### src/rtl/mul_arbiter.sv
// mul_arbiter: two-requester round-robin front end for a 6x6 unsigned
// multiplier with a registered, backpressured result port.
//
// Ports
//   clk, rst                    clock, asynchronous active-high reset
//   req0_valid/ready, req0_f/g  requester 0 handshake and operands
//   req1_valid/ready, req1_f/g  requester 1 handshake and operands
//   res_valid/ready             result handshake
//   res_data, res_id            12-bit product and owning requester index
//   busy                        high whenever the FSM is not IDLE
//   done_cnt                    saturating count of result handshakes
//
// state | meaning
// IDLE  | waiting for a request; ready driven to the granted requester
// CALC  | operands latched, product settling for CALC_CYCLES edges
// HOLD  | result registered, waiting for res_ready
module mul_arbiter #(
  parameter int CALC_CYCLES = 2
) (
  input  logic        clk,
  input  logic        rst,
  input  logic        req0_valid,
  input  logic        req1_valid,
  output logic        req0_ready,
  output logic        req1_ready,
  input  logic [5:0]  req0_f,
  input  logic [5:0]  req0_g,
  input  logic [5:0]  req1_f,
  input  logic [5:0]  req1_g,
  output logic        res_valid,
  input  logic        res_ready,
  output logic [11:0] res_data,
  output logic        res_id,
  output logic        busy,
  output logic [7:0]  done_cnt
);

  localparam logic [1:0] IDLE = 2'd0;
  localparam logic [1:0] CALC = 2'd1;
  localparam logic [1:0] HOLD = 2'd2;

  localparam logic [3:0] CNT_LOAD = 4'(CALC_CYCLES - 1);

  logic [1:0]  state;
  logic        ptr;
  logic [3:0]  cnt;
  logic [5:0]  f_q;
  logic [5:0]  g_q;
  logic        id_q;
  logic [11:0] prod;
  logic        grant_id;
  logic        accept;

  // With a single valid the grant goes to it; the pointer only breaks ties.
  always_comb begin
    if (req0_valid && req1_valid) grant_id = ptr;
    else                          grant_id = req1_valid;
  end

  // Readys are gated by rst because the FSM sits in IDLE during reset.
  assign req0_ready = (state == IDLE) && !rst && req0_valid && !grant_id;
  assign req1_ready = (state == IDLE) && !rst && req1_valid &&  grant_id;
  assign accept     = (req0_valid && req0_ready) || (req1_valid && req1_ready);
  assign busy       = (state != IDLE);

  // Shift-and-add array on the latched operands.
  always_comb begin
    prod = '0;
    for (int i = 0; i < 6; i++) begin
      if (g_q[i]) prod = prod + ({6'd0, f_q} << i);
    end
  end

  always_ff @(posedge clk or posedge rst) begin
    if (rst) begin
      state     <= IDLE;
      ptr       <= 1'b0;
      cnt       <= '0;
      f_q       <= '0;
      g_q       <= '0;
      id_q      <= 1'b0;
      res_valid <= 1'b0;
      res_data  <= '0;
      res_id    <= 1'b0;
      done_cnt  <= '0;
    end else begin
      case (state)
        IDLE: begin
          if (accept) begin
            f_q   <= grant_id ? req1_f : req0_f;
            g_q   <= grant_id ? req1_g : req0_g;
            id_q  <= grant_id;
            ptr   <= ~grant_id;
            cnt   <= CNT_LOAD;
            state <= CALC;
          end
        end
        CALC: begin
          if (cnt == 4'd0) begin
            res_data  <= prod;
            res_id    <= id_q;
            res_valid <= 1'b1;
            state     <= HOLD;
          end else begin
            cnt <= cnt - 4'd1;
          end
        end
        HOLD: begin
          if (res_ready) begin
            res_valid <= 1'b0;
            if (done_cnt != 8'hFF) done_cnt <= done_cnt + 8'd1;
            state <= IDLE;
          end
        end
        default: state <= IDLE;
      endcase
    end
  end

endmodule

### config.mk
export PLATFORM = sky130hd
export DESIGN_NAME = mul_arbiter
export DESIGN_NICKNAME = d
export VERILOG_FILES = /design/src/rtl/mul_arbiter.sv
export SDC_FILE = /design/constraint.sdc
export NUM_CORES = 1
export LEC_CHECK = 0
export CORE_ASPECT_RATIO = 1.75
export CORE_MARGIN = 5
export CORE_UTILIZATION = 36
export DETAILED_ROUTE_END_ITERATION = 16
export GPL_TIMING_DRIVEN = 0
export HOLD_SLACK_MARGIN = 0.02
export PLACE_DENSITY = 0.62
export SLEW_MARGIN = 25
export SYNTH_ARGS = -nofsm -noshare
export SYNTH_HDL_FRONTEND = slang
export SYNTH_SLANG_ARGS = --single-unit
export TNS_END_PERCENT = 30
### constraint.sdc
create_clock -name clk -period 15.05 [get_ports clk]
set_clock_uncertainty 0.15 [all_clocks]
set_input_delay 3.01 -clock clk [delete_from_list [all_inputs] [get_ports clk]]
set_output_delay 3.01 -clock clk [all_outputs]
set_load 0.03 [all_outputs]
==> impl_metrics.yaml, run 1 <==
# physical design summary
routing:
  wirelength_mm: 10.46
  wl_met2_mm: 5.707
  wl_per_cell_um: 17.32
global_route:
  grt_max_degree: 23
synthesis:
  syn_nets: 483
  synthAoiAreaFrac_pct: 22.35
  yosysWarnings: 0
power_and_ir_drop:
  p_seq_share_pct: 18.5
  power-top-group: "combinational logic"
  clkPwrFrac_pct: 9.5
  pg_comb_w: 0.000831
  p_sw_share_pct: 49.23
placed_design:
  dpl.cell_count: 597
clocking:
  cts_made_buffers: 5
  post_cts_buffers: 0
setup_path:
  worstPathRequired_ps: 11890
  path_buffers: 3
  worstReg2RegStart: "f_q[1]"
  path_max_fanout: 9
run_status:
  outcome: "completed"
final_layout:
  reg_top3: "res_data (12), done_cnt (8)"
  nNonClkBuffers: 70
die:
  die_x_um: 86.35
  die_y_um: 143.6
run_1/sizing.png
Bar = 20 um.
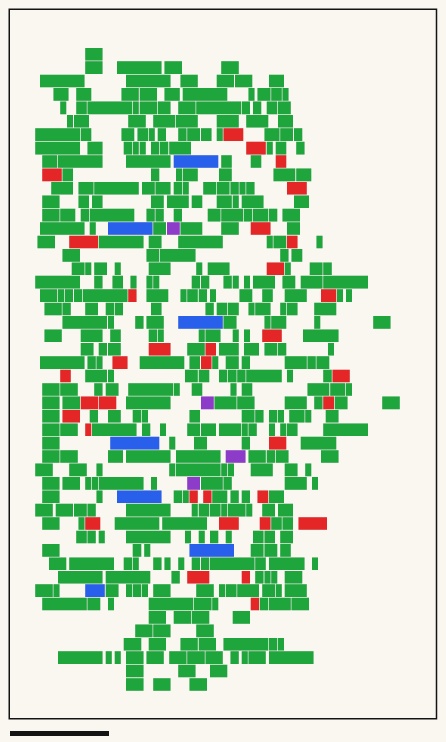
colour	size	cells	share
purple	x3 and x4	4	0.84%
green	x1 and smaller	434	91%
blue	x6 and larger	7	1.5%
red	x2	34	7.1%

run_1/congestion_map.png
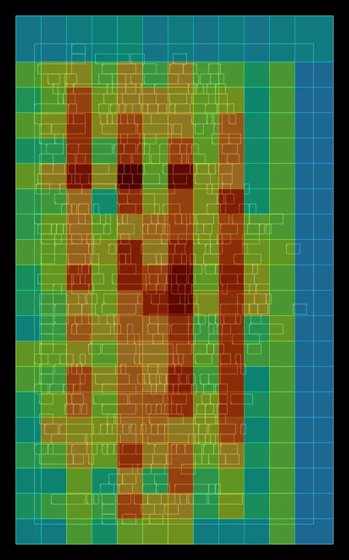
met2 usage: 33.09%
Top Usage Layer GRT: met2

run_1/class_map.png
Bar = 20 um.
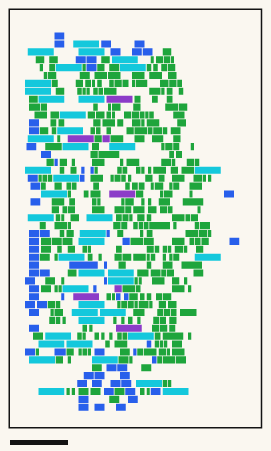
colour	class	cells
green	remaining logic cells	360
blue	remaining buffers and delay cells	70
cyan	registers	42
purple	clock drivers and dummy loads	7
Seq area share: 23.22%
core area: 9910 um2
final core utilization: 45.68%
fin area: 4527 um2

run_1/gates.png
Bar = 20 um.
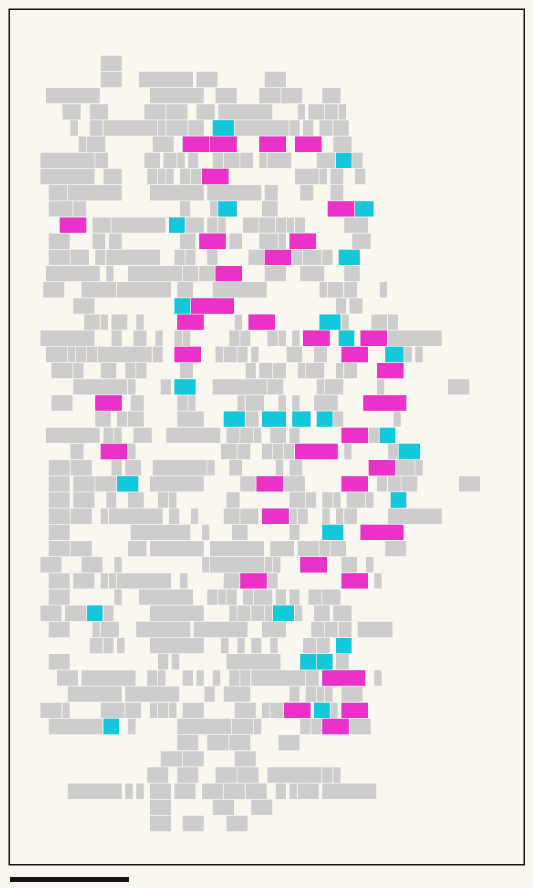
colour	family	cells
magenta	fa/ha/maj cells	36
cyan	non-inverting ao/oa cells	27
logic share of the area: 54.28%
dominant logic cell type in the layout: clkdlybuf4s50_1

==> run 2: changes to the inputs <==
==> constraint.sdc (replaced) <==
create_clock -name clk -period 8.75 [get_ports clk]
set_clock_uncertainty 0.15 [all_clocks]
set_input_delay 1.75 -clock clk [delete_from_list [all_inputs] [get_ports clk]]
set_output_delay 1.75 -clock clk [all_outputs]
set_load 0.03 [all_outputs]
run_2/congestion_map.png
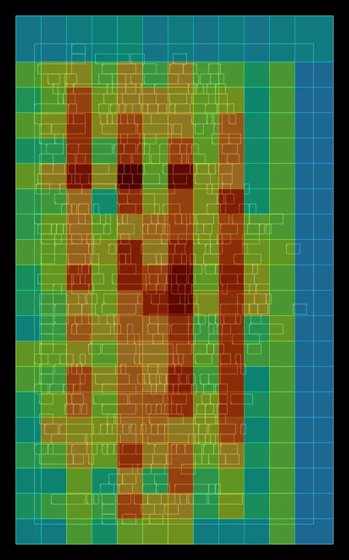
met1 Usage GRT: 18.12%
GRT Total Usage: 17.39%
post-DR wirelength/cell: 17.32 um

==> run 2 against run 1 <==
Effect of this change:
- sequential power grew 72%
- utilization did not move
- flip-flop count unchanged
- design area is the same
- critical path type is now reg -> reg
- wire length did not move
- non-clock buffer count is the same
- worst hold slack unchanged
- register-to-register slack got worse by 6300 ps
- highest routed layer unchanged
- area after synthesis stayed put
==> impl_metrics.yaml, run 2 <==
# physical design summary
run_status:
  outcome: "completed"
final_layout:
  reg_top3: "res_data (12), done_cnt (8)"
  final_net_count: 544
  fin_area_um2: 4527
  seq_area_share_pct: 23.22
  combAreaFraction_pct: 54.28
  finalCoreUtilization_pct: 45.68
  nNonClkBuffers: 70
placed_design:
  dpl.cell_count: 597
setup_path:
  worstPathRequired_ps: 8780
  path_buffers: 3
  path_max_fanout: 9
  crit_arrival_ps: 7310
  worstReg2RegStart: "f_q[1]"
timing:
  whs_ps: 319.0
power_and_ir_drop:
  p_seq_share_pct: 18.5
  power-top-group: "combinational logic"
  p_sw_share_pct: 49.23
  clkPwrFrac_pct: 9.5
  pg_comb_w: 0.00143
  p_clk_w: 0.000189
routing:
  wl_met2_mm: 5.707
  wirelength_mm: 10.46
global_route:
  busiest_layer: "met2"
  met2_usage_pct: 33.09
  grt_max_degree: 23
clocking:
  cts_root_buf: "clkbuf_16"
synthesis:
  synthAoiAreaFrac_pct: 22.35
die:
  coreArea_um2: 9910
  die_x_um: 86.35
run_2/gates.png
Bar = 20 um.
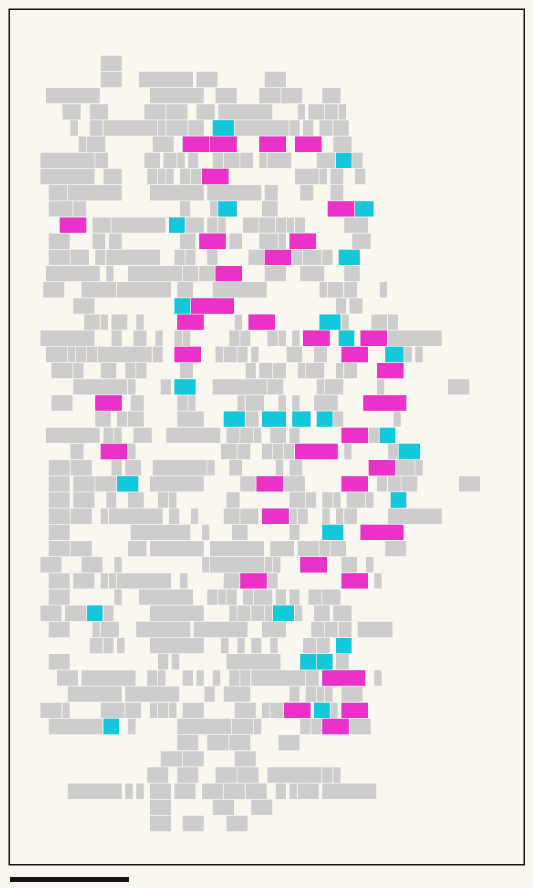
colour	family	cells
cyan	non-inverting ao/oa cells	27
magenta	fa/ha/maj cells	36
Post-Layout Cell Count: 604

run_2/sizing.png
Bar = 20 um.
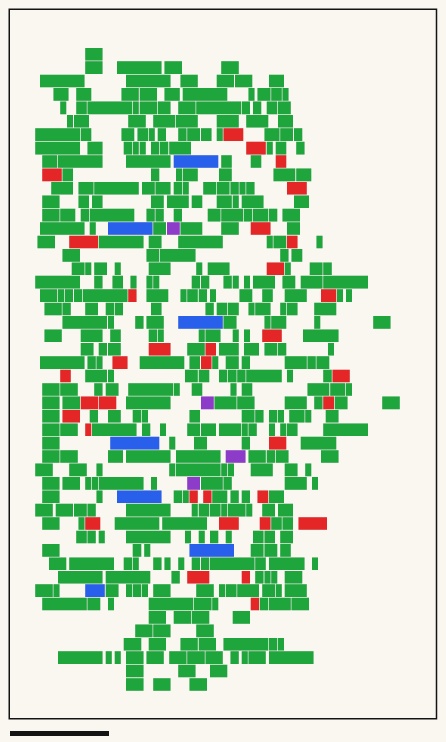

==> run 3: changes to the inputs <==
==> constraint.sdc (replaced) <==
create_clock -name clk -period 6.9 [get_ports clk]
set_clock_uncertainty 0.15 [all_clocks]
set_input_delay 1.38 -clock clk [delete_from_list [all_inputs] [get_ports clk]]
set_output_delay 1.38 -clock clk [all_outputs]
set_load 0.03 [all_outputs]
run_3/sizing.png
Bar = 20 um.
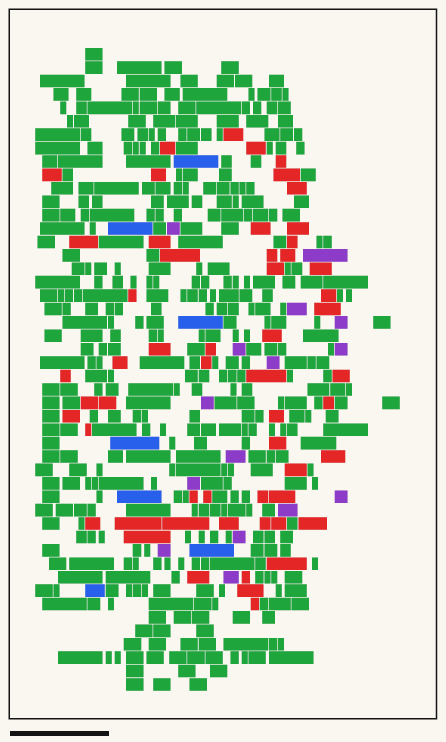
colour	size	cells	share
green	x1 and smaller	409	84%
red	x2	55	11%
blue	x6 and larger	7	1.4%
purple	x3 and x4	15	3.1%

run_3/congestion_map.png
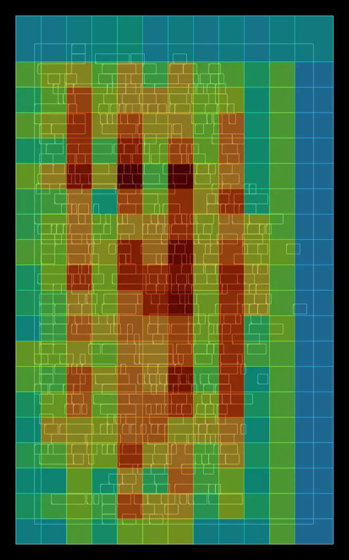
GRT Total Usage: 17.43%
met2 usage: 33.01%
met1 Usage GRT: 18.23%

==> run 3 against run 2 <==
Effect of this change:
- cell count up 1.2%
- maximum frequency grew 12%
- area after synthesis did not move
- via count up 1.4%
- utilization rose by 1.5 points
==> impl_metrics.yaml, run 3 <==
# physical design summary
run_status:
  outcome: "completed"
clocking:
  post_cts_buffers: 1
  cts_root_buf: "clkbuf_16"
  cts_made_buffers: 5
setup_path:
  worstReg2RegStart: "g_q[0]"
  worstPathRequired_ps: 6970
  crit_arrival_ps: 6580
  path_max_fanout: 9
final_layout:
  seq_area_share_pct: 22.58
  fin_cells: 611
  fin_area_um2: 4671
  finalCoreUtilization_pct: 47.13
  combAreaFraction_pct: 54.49
  mostFrequentLayoutCell: "clkdlybuf4s50_1"
  nNonClkBuffers: 77
power_and_ir_drop:
  p_clk_w: 0.000239
  p_seq_share_pct: 17.0
placed_design:
  dpl.cell_count: 597
routing:
  wl_met2_mm: 5.824
  wirelength_mm: 10.66
  wl_per_cell_um: 17.44
die:
  die_x_um: 86.35
  die_y_um: 143.6
timing:
  whs_ps: 321.2
global_route:
  grt_max_degree: 23
  busiest_layer: "met2"
synthesis:
  yosysWarnings: 0
  syn_nets: 483
  synthAoiAreaFrac_pct: 22.35
Power is estimated from default activity; no workload was simulated.
